The metal 1 layer:
Cells faint in the background.
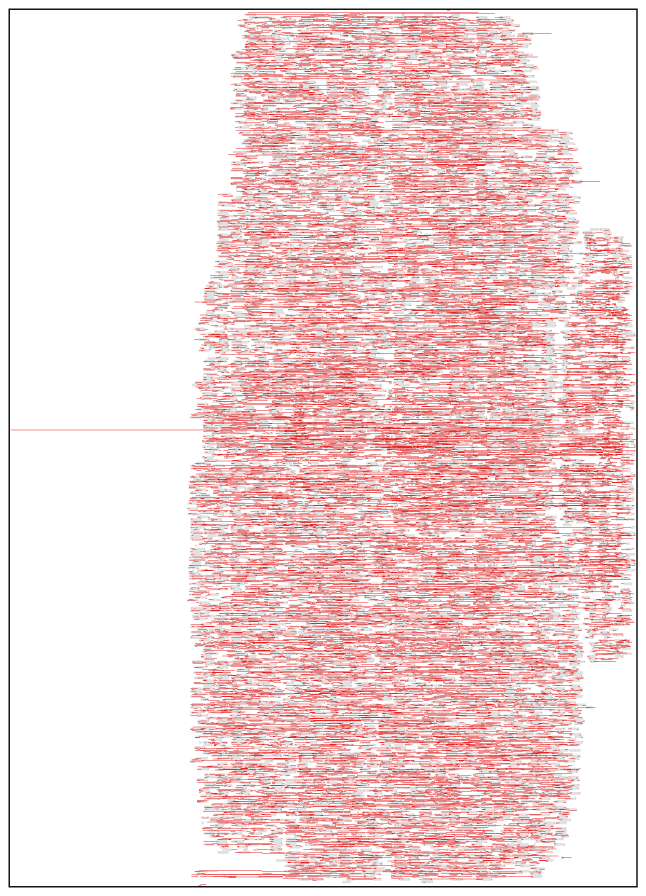
Metal 2:
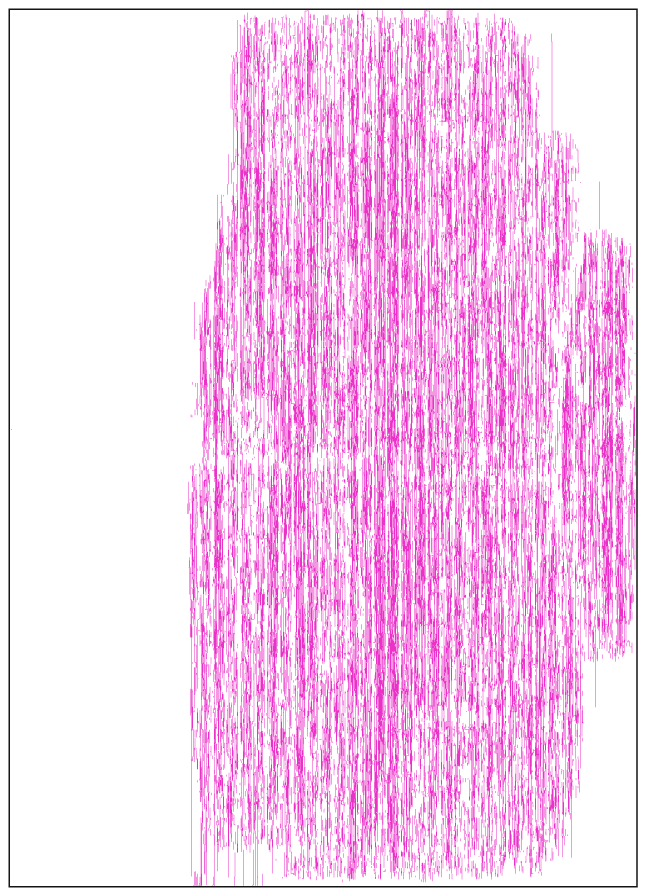
M3 wires:
Cells faint in the background.
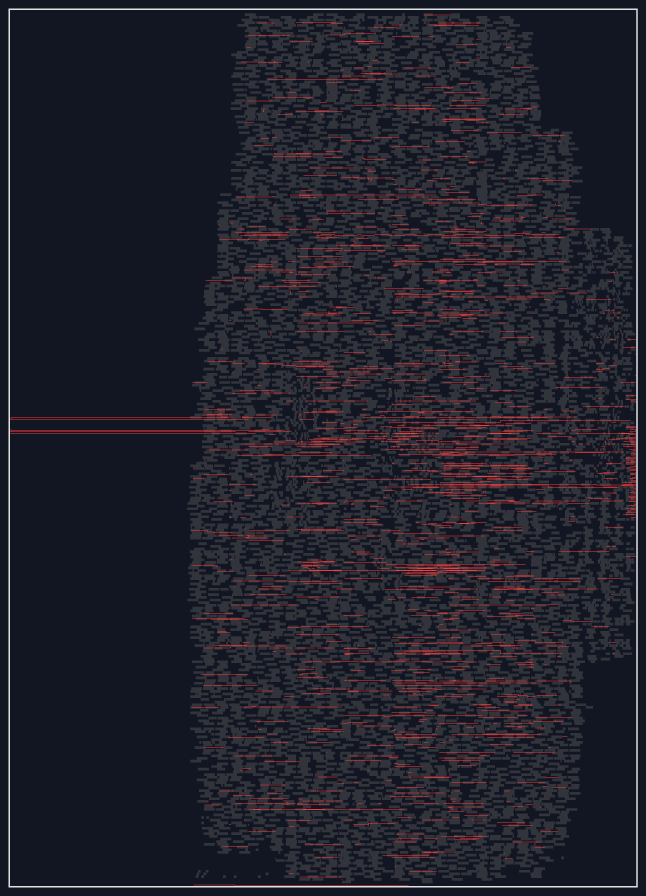
Metal 4:
The bar under the picture is 200 um long. Cells faint in the background.
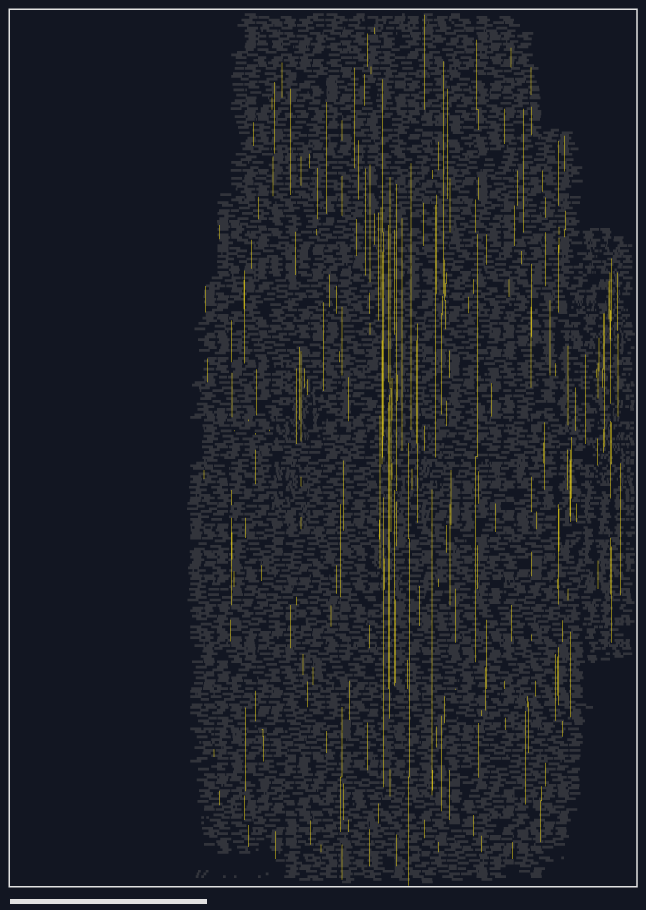
`src/rtl/fetch_pkg.sv`:
```
`default_nettype none
// ============================================================================
// Module      : fetch_pkg
// Description : Shared encodings for the fetch/predict slice: next-PC source
//               select, 2-bit branch counter states, the NOP word and the
//               saturating counter update helper.
// Revision    : 1.0 - initial release
// ============================================================================
package fetch_pkg;

   // Next-PC source select carried on PCSrc. The reserved code behaves
   // exactly like the sequential/predicted path.
   typedef enum logic [1:0] {
      c_PCSRC_SEQ  = 2'd0,
      c_PCSRC_JUMP = 2'd1,
      c_PCSRC_JR   = 2'd2,
      c_PCSRC_RSVD = 2'd3
   } pcSrcT;

   // Two-bit saturating direction counter states.
   localparam logic [1:0] c_CTR_STRONG_NT = 2'd0;
   localparam logic [1:0] c_CTR_WEAK_NT   = 2'd1;
   localparam logic [1:0] c_CTR_WEAK_T    = 2'd2;
   localparam logic [1:0] c_CTR_STRONG_T  = 2'd3;

   // Instruction word that fills IF/ID on a flush.
   localparam int unsigned c_NOP = 0;

   // Move a counter one step toward the resolved direction, saturating at
   // both ends.
   function automatic logic [1:0] ctrUpdate(input logic [1:0] ctr,
                                            input logic       taken);
      logic [1:0] result;
      result = ctr;
      if (taken) begin
         if (ctr != c_CTR_STRONG_T) begin
            result = ctr + 2'd1;
         end
      end else begin
         if (ctr != c_CTR_STRONG_NT) begin
            result = ctr - 2'd1;
         end
      end
      return result;
   endfunction

endpackage
`default_nettype wire

```
`src/rtl/btb.sv`:
```
`default_nettype none
// ============================================================================
// Module      : btb
// Description : Direct-mapped branch target buffer with a 2-bit saturating
//               counter per entry. Lookup is combinational; updates land on
//               the clock edge, so a same-cycle lookup sees the old entry.
// Ports       : clock, reset      - clock / async active-high reset
//               lookupPc          - PC being fetched
//               lookupTaken       - hit with counter in a taken state
//               lookupTarget      - stored target for lookupPc's index
//               updValid/updTaken - a branch resolved / its direction
//               updPc/updTarget   - resolved branch PC / taken target
// Revision    : 1.0 - initial release
// ============================================================================
module btb
   import fetch_pkg::*;
#(
   parameter int ADDR_W    = 7,
   parameter int BTB_DEPTH = 16
)(
   input  logic              clock,
   input  logic              reset,
   input  logic [ADDR_W-1:0] lookupPc,
   output logic              lookupTaken,
   output logic [ADDR_W-1:0] lookupTarget,
   input  logic              updValid,
   input  logic              updTaken,
   input  logic [ADDR_W-1:0] updPc,
   input  logic [ADDR_W-1:0] updTarget
);

   localparam int IDX_W = $clog2(BTB_DEPTH);
   localparam int TAG_W = ADDR_W - IDX_W;

   logic              r_valid  [BTB_DEPTH];
   logic [TAG_W-1:0]  r_tag    [BTB_DEPTH];
   logic [ADDR_W-1:0] r_target [BTB_DEPTH];
   logic [1:0]        r_ctr    [BTB_DEPTH];

   logic [IDX_W-1:0]  w_lkIdx;
   logic [TAG_W-1:0]  w_lkTag;
   logic              w_lkHit;
   logic [IDX_W-1:0]  w_updIdx;
   logic [TAG_W-1:0]  w_updTag;
   logic              w_updHit;

   assign w_lkIdx      = lookupPc[IDX_W-1:0];
   assign w_lkTag      = lookupPc[ADDR_W-1:IDX_W];
   assign w_lkHit      = r_valid[w_lkIdx] && (r_tag[w_lkIdx] == w_lkTag);
   assign lookupTaken  = w_lkHit && (r_ctr[w_lkIdx] >= c_CTR_WEAK_T);
   assign lookupTarget = r_target[w_lkIdx];

   assign w_updIdx = updPc[IDX_W-1:0];
   assign w_updTag = updPc[ADDR_W-1:IDX_W];
   assign w_updHit = r_valid[w_updIdx] && (r_tag[w_updIdx] == w_updTag);

   // Taken branches allocate (or refresh) their entry; a newly allocated
   // entry starts weakly taken. Not-taken branches only weaken an existing
   // entry for the same PC and never allocate.
   always_ff @(posedge clock or posedge reset) begin
      if (reset) begin
         for (int i = 0; i < BTB_DEPTH; i++) begin
            r_valid[i]  <= 1'b0;
            r_tag[i]    <= '0;
            r_target[i] <= '0;
            r_ctr[i]    <= c_CTR_WEAK_NT;
         end
      end else if (updValid) begin
         if (updTaken) begin
            r_valid[w_updIdx]  <= 1'b1;
            r_tag[w_updIdx]    <= w_updTag;
            r_target[w_updIdx] <= updTarget;
            r_ctr[w_updIdx]    <= w_updHit ? ctrUpdate(r_ctr[w_updIdx], 1'b1)
                                           : c_CTR_WEAK_T;
         end else if (w_updHit) begin
            r_ctr[w_updIdx] <= ctrUpdate(r_ctr[w_updIdx], 1'b0);
         end
      end
   end

endmodule
`default_nettype wire

```
`src/rtl/fetch_predict.sv`:
```
`default_nettype none
// ============================================================================
// Module      : fetch_predict
// Description : Instruction fetch stage with PC register, loadable
//               instruction memory, IF/ID pipeline register and BTB-based
//               branch prediction with mispredict recovery.
// Ports       : clock, reset            - clock / async active-high reset
//               pcWrite, IFIDWrite      - PC and IF/ID enables (0 = stall)
//               IFFlush                 - squash IF/ID to NOP
//               PCSrc, jumpAddr, jrAddr - explicit redirect select/targets
//               brValid..brPredTaken    - resolved branch feedback
//               imemWe/Addr/Data        - instruction memory load port
//               instruction, pcOut,
//               predTaken               - IF/ID register contents
//               mispredict              - resolved branch disagrees with its
//                                         prediction (combinational)
// Revision    : 1.0 - initial release
// ============================================================================
module fetch_predict
   import fetch_pkg::*;
#(
   parameter int ADDR_W    = 7,
   parameter int DATA_W    = 32,
   parameter int BTB_DEPTH = 16
)(
   input  logic              clock,
   input  logic              reset,
   input  logic              pcWrite,
   input  logic              IFIDWrite,
   input  logic              IFFlush,
   input  logic [1:0]        PCSrc,
   input  logic [ADDR_W-1:0] jumpAddr,
   input  logic [ADDR_W-1:0] jrAddr,
   input  logic              brValid,
   input  logic [ADDR_W-1:0] brPC,
   input  logic              brTaken,
   input  logic [ADDR_W-1:0] brTarget,
   input  logic              brPredTaken,
   input  logic              imemWe,
   input  logic [ADDR_W-1:0] imemAddr,
   input  logic [DATA_W-1:0] imemData,
   output logic [DATA_W-1:0] instruction,
   output logic [ADDR_W-1:0] pcOut,
   output logic              predTaken,
   output logic              mispredict
);

   localparam int MEM_DEPTH = 2 ** ADDR_W;

   logic [DATA_W-1:0] r_imem [MEM_DEPTH];
   logic [ADDR_W-1:0] r_pc;
   logic [DATA_W-1:0] r_instruction;
   logic [ADDR_W-1:0] r_pcOut;
   logic              r_predTaken;

   logic [DATA_W-1:0] w_fetchWord;
   logic [ADDR_W-1:0] w_nextPc;
   logic [ADDR_W-1:0] w_pcInc;
   logic [ADDR_W-1:0] w_brPcInc;
   logic              w_btbTaken;
   logic [ADDR_W-1:0] w_btbTarget;
   logic              w_mispredict;

   // Instruction memory: not reset, so program contents survive a reset.
   // The read is asynchronous, so a same-cycle write is seen only from the
   // next cycle on.
   always_ff @(posedge clock) begin
      if (imemWe) begin
         r_imem[imemAddr] <= imemData;
      end
   end

   assign w_fetchWord = r_imem[r_pc];

   btb #(
      .ADDR_W    (ADDR_W),
      .BTB_DEPTH (BTB_DEPTH)
   ) u_btb (
      .clock        (clock),
      .reset        (reset),
      .lookupPc     (r_pc),
      .lookupTaken  (w_btbTaken),
      .lookupTarget (w_btbTarget),
      .updValid     (brValid),
      .updTaken     (brTaken),
      .updPc        (brPC),
      .updTarget    (brTarget)
   );

   assign w_mispredict = brValid && (brTaken != brPredTaken);

   // Increments rely on natural ADDR_W-bit wraparound.
   assign w_pcInc   = r_pc + ADDR_W'(1);
   assign w_brPcInc = brPC + ADDR_W'(1);

   // Recovery from a mispredict outranks a stall; explicit redirects outrank
   // the BTB; the reserved PCSrc code falls through to sequential.
   always_comb begin
      w_nextPc = w_pcInc;
      if (w_mispredict) begin
         w_nextPc = brTaken ? brTarget : w_brPcInc;
      end else if (!pcWrite) begin
         w_nextPc = r_pc;
      end else if (PCSrc == c_PCSRC_JUMP) begin
         w_nextPc = jumpAddr;
      end else if (PCSrc == c_PCSRC_JR) begin
         w_nextPc = jrAddr;
      end else if (w_btbTaken) begin
         w_nextPc = w_btbTarget;
      end
   end

   always_ff @(posedge clock or posedge reset) begin
      if (reset) begin
         r_pc <= '0;
      end else begin
         r_pc <= w_nextPc;
      end
   end

   // A mispredict squashes the wrong-path fetch even while IF/ID is stalled.
   always_ff @(posedge clock or posedge reset) begin
      if (reset) begin
         r_instruction <= DATA_W'(c_NOP);
         r_pcOut       <= '0;
         r_predTaken   <= 1'b0;
      end else if (IFFlush || w_mispredict) begin
         r_instruction <= DATA_W'(c_NOP);
         r_pcOut       <= '0;
         r_predTaken   <= 1'b0;
      end else if (IFIDWrite) begin
         r_instruction <= w_fetchWord;
         r_pcOut       <= r_pc;
         r_predTaken   <= w_btbTaken;
      end
   end

   assign instruction = r_instruction;
   assign pcOut       = r_pcOut;
   assign predTaken   = r_predTaken;
   assign mispredict  = w_mispredict;

endmodule
`default_nettype wire
```
`config.mk`:
```
export PLATFORM = sky130hd
export DESIGN_NAME = fetch_predict
export DESIGN_NICKNAME = d
export VERILOG_FILES = /design/src/rtl/fetch_pkg.sv /design/src/rtl/btb.sv /design/src/rtl/fetch_predict.sv
export SDC_FILE = /design/constraint.sdc
export NUM_CORES = 2
export LEC_CHECK = 0
export CAP_MARGIN = 20
export CELL_PAD_IN_SITES_DETAIL_PLACEMENT = 1
export CELL_PAD_IN_SITES_GLOBAL_PLACEMENT = 1
export CORE_ASPECT_RATIO = 1.4
export CORE_UTILIZATION = 30
export DETAILED_ROUTE_END_ITERATION = 12
export HOLD_SLACK_MARGIN = 0.03
export PLACE_DENSITY_LB_ADDON = 0.3
export SLEW_MARGIN = 0
export SYNTH_ARGS = -nofsm -noshare
export SYNTH_HDL_FRONTEND = slang
export SYNTH_SLANG_ARGS = --single-unit
```
`constraint.sdc`:
```
create_clock -name clock -period 12.6 [get_ports clock]
set_input_delay 1.89 -clock clock [delete_from_list [all_inputs] [get_ports clock]]
set_output_delay 1.89 -clock clock [all_outputs]
set_load 0.005 [all_outputs]
```
==> flow_summary.json <==
{
  "reg2reg_depth": 8,
  "top_layer_used": "met5",
  "p_leak_nw": 59.06,
  "cp.depth": 5,
  "place_inst": 14150,
  "cts_hold_buf": 0,
  "path_class": "primary input to primary output",
  "mostFrequentLayoutCell": "edfxtp_1",
  "grtUsageTotal_pct": 17.15,
  "cp_max_fo": 22,
  "drc": 0,
  "p_int_mw": 25.12,
  "inverters": 11,
  "cts_setup_buffers": 0,
  "ys_sh_aoi_pct": 0.3434,
  "grt_pass1_wl_mm": 674.3,
  "ys_sh_xor_pct": 0.09237,
  "comb_power_share_pct": 15.5,
  "slew_headroom_pct": 17.41,
  "most_common_cell": "edfxtp_1",
  "io_pins": 119,
  "post-place-ws_ps": 6394,
  "final_util_pct": 34.61,
  "syn_inst": 6837,
  "cpPeakStageDelay_ps": 1020,
  "power.group.top": "sequential cells",
  "worstHoldStart": "u_btb.r_valid[4]$_DFFE_PP0P_",
  "top_usage_layer": "met2",
  "netlist-cell-type-count": 54,
  "worst_slack_ps": 6344,
  "finalClockSkew_ps": 42.15,
  "floorplanUtilization_pct": 30.18,
  "rows": 324,
  "nets": 7295,
  "met1_usage_pct": 20.98,
  "grt_overflow": 0,
  "chip_area_mm2": 0.5629,
  "htree_num_levels": 5,
  "powerDensity_mw_per_mm2": 174.8,
  "fin_area_mm2": 0.1927,
  "vias_per_cell": 5.153,
  "grt_max_degree": 139,
  "cts.reportedPaths.clkPinSlew_ps": 60,
  "top_cells_by_count": "4096 x edfxtp_1, 1409 x mux4_2, 259 x clkbuf_1",
  "r2r_slack_ps": 6980,
  "yosysWarnings": 0,
  "met1Wirelength_mm": 187.1,
  "cp-end-kind": "primary output",
  "status": "complete, no violations",
  "ir_drop_uv": 120.7,
  "grt_pass1_vias": 82420,
  "synth_nets": 6920,
  "core_area_mm2": 0.5566,
  "cts_tree": "yes",
  "nMultiInputCombCells": 2090,
  "reg.largest.list": "r_imem (4096), u_btb.r_target (112), u_btb.r_tag (48)",
  "rr_endpoint": "instruction[25]$_DFFE_PP0P_",
  "postRouteAntennaNets": 0,
  "hold_depth": 1,
  "routabilityCongestion": 0.7670,
  "final_cells": 14880,
  "lay_top_cells": "4096 x edfxtp_1, 1409 x mux4_2, 404 x clkbuf_16",
  "synth-edff-count": 4096,
  "mux_share_pct": 20.64,
  "dr.pass1.iters": 7,
  "largest_area_cell": "edfxtp_1",
  "p_comb_mw": 5.20,
  "ys_sh_adder_pct": 0.03725,
  "ys_sh_simple_pct": 0.8649,
  "swShare_pct": 25.38,
  "synthArstFlopShare_pct": 5.861,
  "cp_top_family": "buffers and inverters",
  "hold-path-endpoint": "u_btb.r_valid[4]$_DFFE_PP0P_",
  "synth_flops": 4351,
  "drive_above_1_share_pct": 35.09,
  "cp.required_ps": 10710,
  "crit_chain": "clkdlybuf4s50_1 -> xor2_1 -> nand2_1 -> inv_1 -> clkdlybuf4s50_1",
  "hpwlAfterDp_mm": 272.8,
  "wire_per_inst_um": 32.96,
  "whs_ps": 492.9,
  "clkPwrFrac_pct": 36.3,
  "die.size.y_um": 887.3,
  "n_tap_cell": 7335,
  "clock_cell_area_share_pct": 6.652,
  "warnings": 40,
  "portBuffers": 118
}
## Picture notes: 'the metal 1 layer'
The wires run mostly horizontal. The longest straight run is 207 um. The layer holds 38% of the routed length. 7093 nets have wire on it.

## Picture notes: 'metal 2'
The longest straight run is 307 um. 6935 nets have wire on it. The wires run mostly vertical. The layer carries 262 mm of wire. The layer holds 53% of the routed length.

## Picture notes: 'M3 wires'
The wires run mostly horizontal. The layer holds 5.4% of the routed length.
final wirelength: 490.6 mm
vias after detailed routing: 76700
met3 usage: 2.290%

## Picture notes: 'metal 4'
The layer holds 3.0% of the routed length. The longest straight run is 328 um.

